[config.mk]
export PLATFORM = sky130hd
export DESIGN_NAME = br_resolve_queue
export DESIGN_NICKNAME = d
export VERILOG_FILES = /design/src/rtl/br_resolve_queue.sv
export SDC_FILE = /design/constraint.sdc
export NUM_CORES = 1
export LEC_CHECK = 0
export CAP_MARGIN = 20
export CORE_MARGIN = 3
export CORE_UTILIZATION = 35
export CTS_CLUSTER_DIAMETER = 120
export DETAILED_ROUTE_END_ITERATION = 10
export HOLD_SLACK_MARGIN = 0.05
export PLACE_DENSITY_LB_ADDON = 0.08
export SYNTH_ARGS = -nofsm -noshare
export SYNTH_HDL_FRONTEND = slang
export SYNTH_SLANG_ARGS = --single-unit
[constraint.sdc]
create_clock -name clk_i -period 7.45 [get_ports clk_i]
set_input_delay 1.49 -clock clk_i [delete_from_list [all_inputs] [get_ports clk_i]]
set_output_delay 1.49 -clock clk_i [all_outputs]
set_load 0.005 [all_outputs]
[src/rtl/br_resolve_queue.sv]
// In-flight branch queue: remembers {index, predicted direction} for each
// predicted branch and emits one predictor-training strobe per resolved branch.

`ifndef BHT_IDX_WIDTH
`define BHT_IDX_WIDTH 10
`endif

module br_resolve_queue #(
  parameter int IDX_W = `BHT_IDX_WIDTH,
  parameter int DEPTH = 8,
  parameter int CNT_W = 16
) (
  input  logic                     clk_i,
  input  logic                     rst_i,
  input  logic                     alloc_valid_i,
  input  logic [IDX_W-1:0]         alloc_idx_i,
  input  logic                     alloc_pred_i,
  output logic                     alloc_ready_o,
  input  logic                     resolve_valid_i,
  input  logic                     resolve_taken_i,
  input  logic                     flush_i,
  output logic                     update_en_o,
  output logic [IDX_W-1:0]         update_idx_o,
  output logic                     br_result_o,
  output logic                     mispredict_o,
  output logic [CNT_W-1:0]         mispredict_cnt_o,
  output logic [$clog2(DEPTH):0]   count_o,
  output logic                     underflow_o
);

  localparam int PW = $clog2(DEPTH);
  localparam int CW = PW + 1;
  localparam logic [CW-1:0] FULL = CW'(DEPTH);

  logic [IDX_W-1:0] idx_mem_q [DEPTH];
  logic             pred_mem_q [DEPTH];

  logic [PW-1:0]    head_q, head_d;
  logic [PW-1:0]    tail_q, tail_d;
  logic [CW-1:0]    count_q, count_d;
  logic             update_en_q, update_en_d;
  logic [IDX_W-1:0] update_idx_q, update_idx_d;
  logic             br_result_q, br_result_d;
  logic             mispredict_q, mispredict_d;
  logic [CNT_W-1:0] mp_cnt_q, mp_cnt_d;
  logic             underflow_q, underflow_d;

  logic alloc_acc;
  logic res_acc;

  // Readiness looks only at registered occupancy so fetch never sees a
  // combinational path through the resolve port.
  always_comb begin
    alloc_ready_o = (count_q != FULL);
    alloc_acc     = alloc_valid_i && alloc_ready_o && !flush_i;
    res_acc       = resolve_valid_i && (count_q != '0) && !flush_i;

    head_d  = head_q;
    tail_d  = tail_q;
    count_d = count_q;
    if (flush_i) begin
      head_d  = '0;
      tail_d  = '0;
      count_d = '0;
    end else begin
      if (alloc_acc) tail_d = tail_q + PW'(1);
      if (res_acc)   head_d = head_q + PW'(1);
      if (alloc_acc && !res_acc)      count_d = count_q + CW'(1);
      else if (res_acc && !alloc_acc) count_d = count_q - CW'(1);
    end

    update_en_d  = res_acc;
    mispredict_d = res_acc && (pred_mem_q[head_q] != resolve_taken_i);
    update_idx_d = res_acc ? idx_mem_q[head_q] : update_idx_q;
    br_result_d  = res_acc ? resolve_taken_i : br_result_q;
    mp_cnt_d     = (mispredict_d && (mp_cnt_q != '1)) ? mp_cnt_q + CNT_W'(1) : mp_cnt_q;
    underflow_d  = underflow_q | (resolve_valid_i && (count_q == '0) && !flush_i);
  end

  always_ff @(posedge clk_i) begin
    if (rst_i) begin
      head_q       <= '0;
      tail_q       <= '0;
      count_q      <= '0;
      update_en_q  <= 1'b0;
      update_idx_q <= '0;
      br_result_q  <= 1'b0;
      mispredict_q <= 1'b0;
      mp_cnt_q     <= '0;
      underflow_q  <= 1'b0;
    end else begin
      head_q       <= head_d;
      tail_q       <= tail_d;
      count_q      <= count_d;
      update_en_q  <= update_en_d;
      update_idx_q <= update_idx_d;
      br_result_q  <= br_result_d;
      mispredict_q <= mispredict_d;
      mp_cnt_q     <= mp_cnt_d;
      underflow_q  <= underflow_d;
    end
  end

  // Entry storage is never reset; pointers alone decide which entries are live.
  always_ff @(posedge clk_i) begin
    if (!rst_i && alloc_acc) begin
      idx_mem_q[tail_q]  <= alloc_idx_i;
      pred_mem_q[tail_q] <= alloc_pred_i;
    end
  end

  assign update_en_o      = update_en_q;
  assign update_idx_o     = update_idx_q;
  assign br_result_o      = br_result_q;
  assign mispredict_o     = mispredict_q;
  assign mispredict_cnt_o = mp_cnt_q;
  assign count_o          = count_q;
  assign underflow_o      = underflow_q;

endmodule
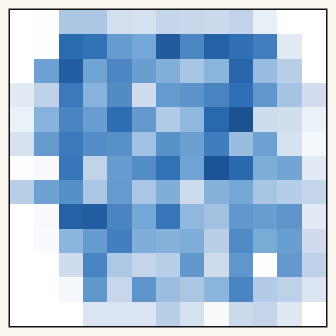
Figure 1: run 1, placement density heat map.
The die is cut into 13 by 13 equal tiles; white is low, dark blue is high, 0 to 100% covered.
tiles over 75% full = 6.5%
fullest tile = 87%
emptiest ninth of the die = bottom left

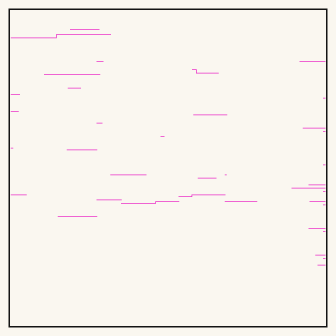
Figure 2: run 1, signal wires on met3.
main direction = horizontal
share of all routed wire = 2.8%
Detailed Route WL: 11.2 mm
GR Util met3: 3.78%
number of vias in the routed layout: 3,096

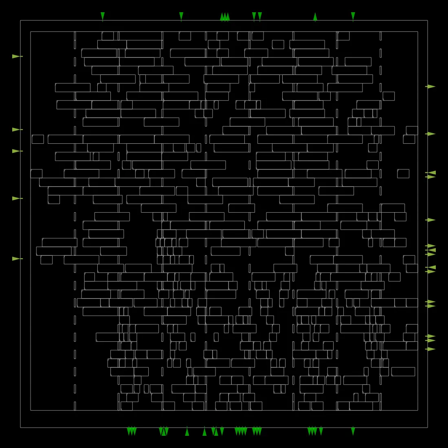
Figure 3: run 1, placed standard cells.
Tap Cells: 184
core box area: 14,600 sq um
register fraction of the total cell area: 52.8%
registers: 131

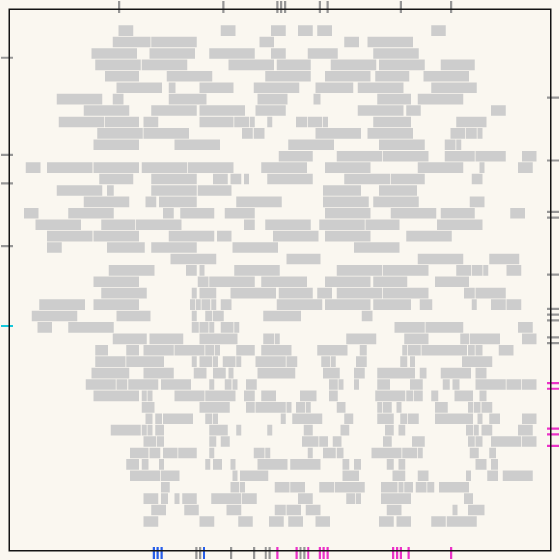
Figure 4: run 1, pin placement.
Pins as bars across the die edge, other pins in grey.
`mispredict_cnt_o` -> magenta  # pins 16, direction output, edge 11 bottom, 5 right
`count_o` -> blue  # pins 4, direction output, edge bottom
`alloc_pred_i` -> cyan  # pins 1, direction input, edge left
all pins by edge = 23 bottom, 15 right, 9 top, 5 left

==> notes.md, run 1 <==
The number of cells on the worst hold path is listed as 2. The filler cells instantiated in the layout total 1,320. For reference, the top cells by area after synthesis are edfxtp_1, dfxtp_1, mux4_2.

For flop-to-flop paths, the worst setup slack is 4.38 ns. Across every metal layer, demand over resource in global routing totals 14.5%. Post-CTS clock slew at the launch and capture registers of the worst setup and hold paths: 0.06 ns.

Excluding fillers, the count of instances in the completed layout stands at 617. The detailed router reports a met2 wire length of 5.42 mm. The critical path ends at count_o[3]$_SDFFE_PP0P_. Per the repair_timing log after CTS, setup buffers inserted total 0. The internal portion of the total power is 1350 uW. Non-clock buffers make up 9.11% of the layout cell area. Hold repair after CTS inserted 0 buffers. The endpoint of the worst hold path is reported as underflow_o$_SDFF_PP0_. Setup repair after global routing left no endpoint under its margin. The run finished with clean final reports. The number of warning messages in the yosys log came out at 0.

Per the run report, area growth between synthesis and finish was 26.0%. The type of origin of the critical path is an input pin. Of the total synthesized cell area, the portion taken by full adders, half adders and majority gates is 1.81%.

The final timing summary puts the cycle share of the worst path at 51.7%. The share of synthesized area in the top cell type comes to 50.2%. The number of antenna-violating nets in the routed design came out at 0. The report shows a maximum critical-path fanout of 27. The number of cells in Yosys stat was 355. The dominant kind of cell was registers.

With the endpoint required time on the critical path at 7.79 ns, the portion of total power attributed to sequential cells is 46.0%. The number of cells on the critical path is 12, and the footprint of the multi-input gates is 1670 sq um. According to the Yosys statistics, the synthesized design has a chip area of 5270 sq um. The final layout report lists a non-clock buffer count of 63. The logs give 584 for the number of cells after detailed placement and 19.1% for the global-route track usage on met1. For the clock group, total power comes out at 847 uW. At floorplan, the net count of the design was reported as 379. The combinational power was 80.1 uW.

The run reported a max-capacitance violation count of 0. The run gives 3,186 as the via count of the first global-routing pass. Among the non-sequential cells, multiplexers take the most area. After clock tree synthesis, the repair step resized 0 gates. The combined flip-flop and latch cell area was 3500 sq um; the cell area after synthesis was 5270 sq um. Per the STA report, the cell with the highest stage delay on the worst path is clkdlybuf4s50_1.

The run gives 0.50 ns for the worst stage delay on the critical path. Launching instance or port of the critical path: flush_i. The kind of cell adding the most delay to the critical path was buffers and inverters. Entering global routing, the biggest net connects 39 pins. The met3 wire length came out at 306 um.
==> run 1 -> run 2 <==
==> constraint.sdc (replaced) <==
create_clock -name clk_i -period 3.6 [get_ports clk_i]
set_input_delay 0.72 -clock clk_i [delete_from_list [all_inputs] [get_ports clk_i]]
set_output_delay 0.72 -clock clk_i [all_outputs]
set_load 0.005 [all_outputs]
==> run 2 against run 1 <==
Sequential cell count unchanged. Synthesized cell count unchanged. Critical path depth is 1 lower. Critical path type is now reg2reg.
==> notes.md, run 2 <==
The flow ran to the end, and the final reports show no timing, DRC or antenna violations. The report counts max-capacitance violations totalling 0. The via total after detailed routing was 3,166.

The core region is 14,600 sq um. The run gives 25.4% for the synthesis-to-layout area growth. The endpoint of the most critical setup path is count_o[3]$_SDFFE_PP0P_. Setup repair after global routing left no endpoint under its margin.

Internal power comes to 2690 uW. Per the layout area report, the combinational gate area comes to 1670 sq um. The run gives 3,230 for the via count of the first global-routing pass. The total of plain and repair buffers excluding clock buffers was 65; the number of instances on the worst hold path was 2.

In the post-route report, total wirelength is listed as 11.1 mm. The report puts the hold buffer count at CTS at 0. The run gives 0 for the number of antenna-violating nets in the routed design. The dominant kind of cell was registers.

Global routing consumed, on the met1 layer, 19.1% of the routing resources. The fraction of cell area in sequential cells is reported as 53.0%. The total met2 wirelength after detailed routing is 5.36 mm, and the combined flip-flop and latch cell area is 3500 sq um.

According to the tapcell log, the count of inserted taps is 184. With the power in the clock group at 1610 uW, the total nets after synthesis is 379. The top cell type by area accounts for 50.2% of the synthesized area.

The tools report the slack of the worst reg-to-reg path as 0.92 ns. The share of final layout cell area taken by non-clock buffers is 9.32%. The run gives 47.9% as the portion of total power attributed to sequential cells. The kind of cell adding the most delay to the critical path is simple AND/OR/NAND/NOR gates. The synthesis log from Yosys contains 0 warnings. The run gives 448 um for the met3 wire length. STA classifies the critical path startpoint as a flop. The number of setup buffers added after CTS is 0. The slowest stage of the critical path is the nor4_1 cell. The synth_stat.txt file lists the number of cells as 355. Of all nets on the critical path, the largest fanout is 6.
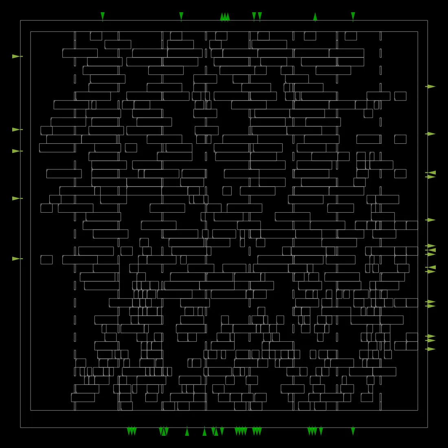
Figure 5: run 2, placed standard cells.
share of the core filled with cells in the final layout: 45.1%
count of placed standard cells in the final layout, fillers left out: 619
count of filler cells inserted in the layout: 1,330

==> run 2 -> run 3 <==
==> constraint.sdc (replaced) <==
create_clock -name clk_i -period 2.22 [get_ports clk_i]
set_input_delay 0.444 -clock clk_i [delete_from_list [all_inputs] [get_ports clk_i]]
set_output_delay 0.444 -clock clk_i [all_outputs]
set_load 0.005 [all_outputs]
==> run 3 against run 2 <==
Die area unchanged. Non-clock buffer count increased by 33. Largest power group unchanged. First-iteration DRC count decreased by 35%. Combinational power increased by 110%. Highest routed layer unchanged. Cell count grew 5.5%. Total power rose by 64%. Area after synthesis did not move.
==> notes.md, run 3 <==
The run finished with clean final reports. The met3 routing resource usage after global routing is 4.36%, and the tally of max-capacitance violations is 0. The run gives 1 for the number of setup buffers added after CTS. Hold repair after CTS inserted 0 buffers. The via count of the first global-routing pass came out at 3,237. Total of plain and repair buffers excluding clock buffers: 98. The post-cts gate resize count was 4; the total number of sequential cells was 131.

The type of origin of the critical path is a flop. The top cell type's share of synthesized area was 50.2%. The final clock period utilization by the worst path was 99.3%. In the synthesized netlist, the dominant kind of combinational cell is multiplexers. The layout report lists the combined flip-flop and latch area as 3520 sq um.

The share of final layout cell area taken by non-clock buffers works out to 13.3%. Power in the clock group: 2590 uW. For the internal portion of total power, the log shows 4380 uW. In the final design, more cell area goes to registers than to any other class. After synthesis the cells add up to 5270 sq um. The run gives 0 as the number of warning messages in the yosys log. For hold timing, the worst endpoint is br_result_o$_SDFFE_PP0P_. Entering global routing, the biggest net connects 35 pins. The synthesis-to-layout area growth is 33.5%. Setup repair after global routing could not meet its margin everywhere.

The main area contributors are edfxtp_1, dfxtp_1, mux4_2. Combinational cells consume a total of 348 uW. Counting buffers and inverters, the worst setup path is 7 cells deep.

Looking at the critical path, the highest net fanout was 6. The tools report the number of cells after detailed placement as 617. According to the timing report, the data required time at the worst endpoint equals 2.52 ns. Global routing used 14.6% of the available tracks across all layers.

The total routed wirelength is 11.4 mm, and the global-route track usage on met1 is 18.7%. The core region is 14,600 sq um. The run gives 5.74 mm for the total met2 wirelength after detailed routing.

The detailed router reports a met3 wire length of 412 um. The tools report the post-layout utilization of the core as 48.0%.
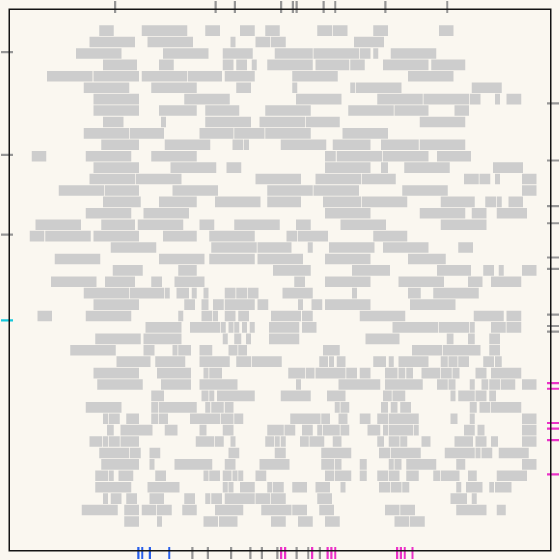
Figure 6: run 3, pin placement.
Pins as bars across the die edge, other pins in grey.
`mispredict_cnt_o` -> magenta  # pins 16, direction output, edge 10 bottom, 6 right
`count_o` -> blue  # pins 4, direction output, edge bottom
`alloc_pred_i` -> cyan  # pins 1, direction input, edge left
all pins by edge = 23 bottom, 15 right, 10 top, 4 left
count of input and output buffers: 51
floorplan die width: 129 um
y dimension of the die: 129 um

Power is estimated from default activity; no workload was simulated.
